`src/rtl/fifo_uart_tx_pkg.sv`:
```
// Shared definitions for the FIFO-fed UART transmitter: FSM states and frame constants.
package fifo_uart_tx_pkg;

   localparam int DATA_W_DEF      = 8;
   localparam int FRAME_DATA_BITS = 8;

   typedef enum logic [2:0] {
      S_IDLE,
      S_FETCH,
      S_LOAD,
      S_START,
      S_DATA,
      S_STOP
   } state_t;

endpackage

```
`src/rtl/fifo_uart_tx_uart_baud_counter.sv`:
```
// Bit-period counter: tick is high on the last cycle of each serial bit.
module uart_baud_counter #(
   parameter int CLKS_PER_BIT = 16
) (
   input  logic clk,
   input  logic rst,
   input  logic clear,
   output logic tick
);

   localparam int CNT_W = (CLKS_PER_BIT > 1) ? $clog2(CLKS_PER_BIT) : 1;
   localparam logic [CNT_W-1:0] LAST = CNT_W'(CLKS_PER_BIT - 1);

   logic [CNT_W-1:0] r_count;

   always_ff @(posedge clk or negedge rst) begin
      if (!rst) begin
         r_count <= '0;
      end else if (clear || (r_count == LAST)) begin
         r_count <= '0;
      end else begin
         r_count <= r_count + CNT_W'(1);
      end
   end

   assign tick = (r_count == LAST);

endmodule

```
`src/rtl/fifo_uart_tx.sv`:
```
// Drains the byte FIFO and sends each byte as UART 8N1, LSB first.
module fifo_uart_tx
   import fifo_uart_tx_pkg::*;
#(
   parameter int CLKS_PER_BIT = 16,
   parameter int DATA_W       = DATA_W_DEF
) (
   input  logic              clk,
   input  logic              rst,
   input  logic              tx_en,
   input  logic              fifo_empty,
   input  logic [DATA_W-1:0] fifo_data,
   output logic              fifo_read_en,
   output logic              tx,
   output logic              busy,
   output logic              tx_done
);

   localparam logic [2:0] LAST_BIT = 3'(FRAME_DATA_BITS - 1);

   state_t                     r_state;
   state_t                     w_next;
   logic [FRAME_DATA_BITS-1:0] r_shift;
   logic [2:0]                 r_bit_idx;
   logic                       w_tick;
   logic                       w_clear;

   // Counter restarts on every state change so each state/bit begins at count 0.
   assign w_clear = (w_next != r_state);

   uart_baud_counter #(
      .CLKS_PER_BIT (CLKS_PER_BIT)
   ) u_baud (
      .clk   (clk),
      .rst   (rst),
      .clear (w_clear),
      .tick  (w_tick)
   );

   always_ff @(posedge clk or negedge rst) begin
      if (!rst) begin
         r_state <= S_IDLE;
      end else begin
         r_state <= w_next;
      end
   end

   always_comb begin
      w_next       = r_state;
      fifo_read_en = 1'b0;
      tx           = 1'b1;
      busy         = (r_state != S_IDLE);
      tx_done      = 1'b0;
      case (r_state)
         S_IDLE:  if (tx_en && !fifo_empty) w_next = S_FETCH;
         S_FETCH: begin
            fifo_read_en = 1'b1;
            w_next       = S_LOAD;
         end
         S_LOAD:  w_next = S_START;
         S_START: begin
            tx = 1'b0;
            if (w_tick) w_next = S_DATA;
         end
         S_DATA: begin
            tx = r_shift[0];
            if (w_tick && (r_bit_idx == LAST_BIT)) w_next = S_STOP;
         end
         S_STOP: begin
            tx_done = w_tick;
            if (w_tick) w_next = S_IDLE;
         end
         default: w_next = S_IDLE;
      endcase
   end

   always_ff @(posedge clk or negedge rst) begin
      if (!rst) begin
         r_shift   <= '0;
         r_bit_idx <= '0;
      end else if (r_state == S_LOAD) begin
         r_shift <= fifo_data[FRAME_DATA_BITS-1:0];
      end else if ((r_state == S_DATA) && w_tick) begin
         r_shift   <= r_shift >> 1;
         r_bit_idx <= r_bit_idx + 3'd1;
      end
   end

endmodule

```
`config.mk`:
```
export PLATFORM = sky130hd
export DESIGN_NAME = fifo_uart_tx
export DESIGN_NICKNAME = d
export VERILOG_FILES = /design/src/rtl/fifo_uart_tx_pkg.sv /design/src/rtl/fifo_uart_tx_uart_baud_counter.sv /design/src/rtl/fifo_uart_tx.sv
export SDC_FILE = /design/constraint.sdc
export NUM_CORES = 1
export LEC_CHECK = 0
export CAP_MARGIN = 10
export CORE_MARGIN = 5
export CORE_UTILIZATION = 41
export CTS_CLUSTER_DIAMETER = 100
export DETAILED_ROUTE_END_ITERATION = 8
export GPL_ROUTABILITY_DRIVEN = 0
export PLACE_DENSITY = 0.6
export SYNTH_ARGS = -nofsm -noshare
export SYNTH_HDL_FRONTEND = slang
export SYNTH_SLANG_ARGS = --single-unit
```
`constraint.sdc`:
```
create_clock -name clk -period 4.5 [get_ports clk]
set_input_delay 0.45 -clock clk [delete_from_list [all_inputs] [get_ports clk]]
set_output_delay 0.45 -clock clk [all_outputs]
set_load 0.05 [all_outputs]
```
Run 1, the metal 1 layer:
Bar = 20 um. Supply wires on this layer in grey. Cells faint in the background.
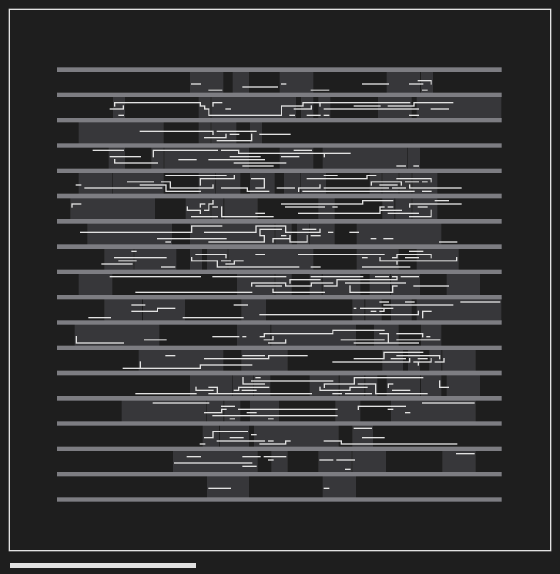
nets with wire on the layer: 112
share of all routed wire: 48%
main direction: horizontal
Total Wirelength: 1.825 mm
met1 usage: 16.30%
vias: 699

Run 1, wiring by layer:
Two of the layers only.
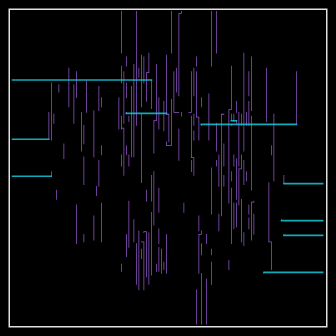
[purple] M2 | wire length: 856 um
[cyan] M3 | wire length: 97.8 um
WL/cell: 13.62 um
gr usage total: 11.45%

==> impl_metrics.tcl, run 1 <==
# collected from the flow reports
set metrics [dict create \
    startpoint "u_baud.r_count[0]" \
    diodes 0 \
    final-clk-cell-share_pct 3.219 \
    initial_core_util_pct 42.87 \
    ant_nets 0 \
    synth_area_sq_um 948.4 \
    logic_area_sq_um 451.7 \
    p_clk_share_pct 18.7 \
    cts_resized 0 \
    skew_ns 0.004392 \
    seq_area_share_pct 39.96 \
    chip_area_sq_um 3375 \
    largest_reg_flops 8 \
    crit_family "buffers and inverters" \
    fill_cells 225 \
    registers.top_by_ff_count "r_shift" \
    grt_pass1_wl_mm 3.001 \
    gr-total-overflow 0 \
    p_seq_share_pct 48.6 \
    cp_cell_sequence "ha_1 > and3_1 > nand2_1 > nor2_1 > clkdlybuf4s50_1" \
    nets 122 \
    clockBufferDepth 2 \
    core_sq_um 2212 \
    lay_top_cells "dfrtp_1, nand2_1, clkdlybuf4s50_1" \
    wl_met2_um 855 \
    clock_buffers 4 \
    finalWorstSetupSlack_ns 1.715 \
    wl_met3_um 97 \
    crit_required_ns 4.05 \
    clk_latency_ns 0.29 \
    peakVddDrop_mv 0.2158 \
    sh_comb_area_pct 40.07 \
    hold_buffers 0 \
    p_leak_uw 0.0004801 \
    ff_type "dfrtp_1" \
    hpwl_mm 1.324 \
    p_per_area_nw_per_um2 476.6 \
    cts_setup_buffers 0 \
    crit_buf_inv 1 \
    avgViaCountPerCell 5.216 \
    setup_viol 0 \
    area_growth_pct 18.87 \
    area_share_nonclk_buffers_pct 13.32 \
    switching_power_uw 185.5 \
    grt_max_degree 19 \
    cp-start-kind "register" \
    whs_path_depth 1 \
    grt.busiest_layer "met2" \
    p_comb_share_pct 32.7 \
    grt_pass1_vias 654 \
    hold_end "r_bit_idx[0]" \
    power_uw 537.3 \
    largest_area_cell "dfrtp_1" \
    nNonClkInverters 1 \
    fin_setup_tns_ns 0 \
    p_clk_uw 101 \
    r2r-end "r_bit_idx[2]" \
    hold_viol_final 0 \
    max_cap_violations 0 \
    layout.cells.non_filler 134 \
    final_area_sq_um 1127 \
    path_depth 5 \
    ys_area_sq_um 948.4 \
    r2r-start "r_state[2]" \
    synth.most_common_cell "dfrtp_1" \
    grt_antenna_before_repair 0 \
    highest_layer "met3" \
    aoi_share_pct 11.87 \
    rr_worst_depth 3 \
    fa_ha_area_share_pct 3.958 \
    yosysSeqAreaShare_pct 47.49 \
    critPathArrivalTime_ns 2.33 \
    hold_path.startpoint "r_bit_idx[0]" \
    drtPass1Iterations 5 \
    powerSeq_uw 261 \
    n_tap_cell 28 \
    ys_warn_count 0 \
    placedCellCount 130 \
    critical_path_class "reg2out" \
    syn_inst 93 \
    period_minus_slack_ns 2.785 \
    seq_cells 18 \
    layout_top_cell "dfrtp_1" \
    run_status "finished, final reports clean" \
]
Run 1, drive-strength map:
Bar = 20 um.
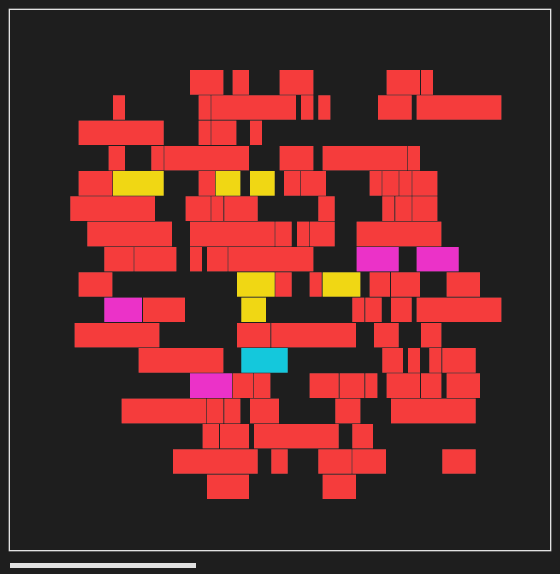
[yellow] x3 and x4 | cells: 6 | share: 5.7%
[cyan] x6 and larger | cells: 1 | share: 0.94%
[magenta] x2 | cells: 4 | share: 3.8%
[red] x1 and smaller | cells: 95 | share: 90%

--- run 2 (diff from run 1) ---
PLACE_DENSITY = 0.63   (was 0.6)
clock period = 2.53 ns   (was 4.5 ns; I/O delays follow)
Run 2, drive-strength map:
Bar = 20 um.
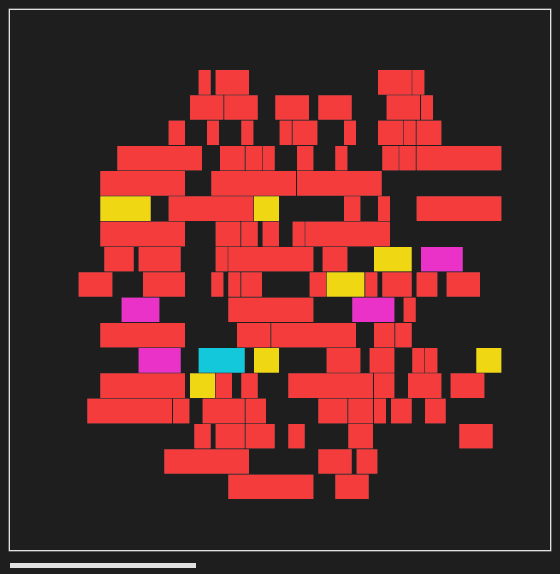
[magenta] x2 | cells: 4 | share: 3.8%
[cyan] x6 and larger | cells: 1 | share: 0.94%
[red] x1 and smaller | cells: 94 | share: 89%
[yellow] x3 and x4 | cells: 7 | share: 6.6%

==> impl_metrics.tcl, run 2 <==
# collected from the flow reports
set metrics [dict create \
    hold_buffers 0 \
    crit_required_ns 2.28 \
    grt_max_degree 19 \
    initial_core_util_pct 42.87 \
    period_minus_slack_ns 2.376 \
    seq_cells 18 \
    core_sq_um 2212 \
    crit_buf_inv 1 \
    synth_area_sq_um 948.4 \
    yosysSeqAreaShare_pct 47.49 \
    r2r-end "r_bit_idx[2]" \
    p_leak_uw 0.0004821 \
    critPathArrivalTime_ns 2.12 \
    n_tap_cell 28 \
    cp_cell_sequence "or3b_4 > nor2_1 > a31oi_1 > clkdlybuf4s50_1" \
    clock_buffers 4 \
    grtUsageTotal_pct 12.04 \
    p_comb_share_pct 32.7 \
    placedCellCount 130 \
    switching_power_uw 326.7 \
    syn_inst 93 \
    crit_family "buffers and inverters" \
    startpoint "r_state[0]" \
    wl_met3_um 68 \
    grt_pass1_vias 667 \
    skew_ns 0.007926 \
    critical_path_class "reg2out" \
    fa_ha_area_share_pct 3.958 \
    vias 690 \
    registers.top_by_ff_count "r_shift" \
    final-clk-cell-share_pct 3.226 \
    cp-start-kind "register" \
    gr-total-overflow 0 \
    rr_worst_depth 3 \
    power_uw 951.9 \
    layout.cells.non_filler 134 \
    powerSeq_uw 464 \
    max_cap_violations 0 \
    area_growth_pct 18.60 \
    drt-total-wl_mm 1.768 \
    largest_area_cell "dfrtp_1" \
    run_status "finished, final reports clean" \
    highest_layer "met4" \
    seq_area_share_pct 40.04 \
    ff_type "dfrtp_1" \
    finalWorstSetupSlack_ns 0.1544 \
    avgViaCountPerCell 5.149 \
    nets 122 \
    clockBufferDepth 2 \
    grt_pass1_wl_mm 3.070 \
    r2r-start "r_state[0]" \
    p_seq_share_pct 48.7 \
    ant_nets 0 \
    p_per_area_nw_per_um2 846.3 \
    cts_setup_buffers 0 \
    fill_cells 214 \
    wl_met2_um 766 \
]
Run 2, routing congestion:
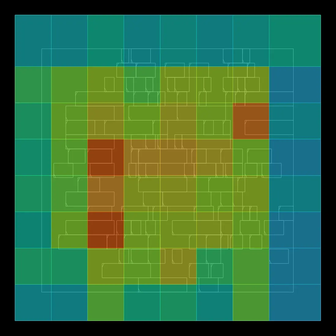
met1 usage: 16.55%
Top Usage Layer GRT: met2

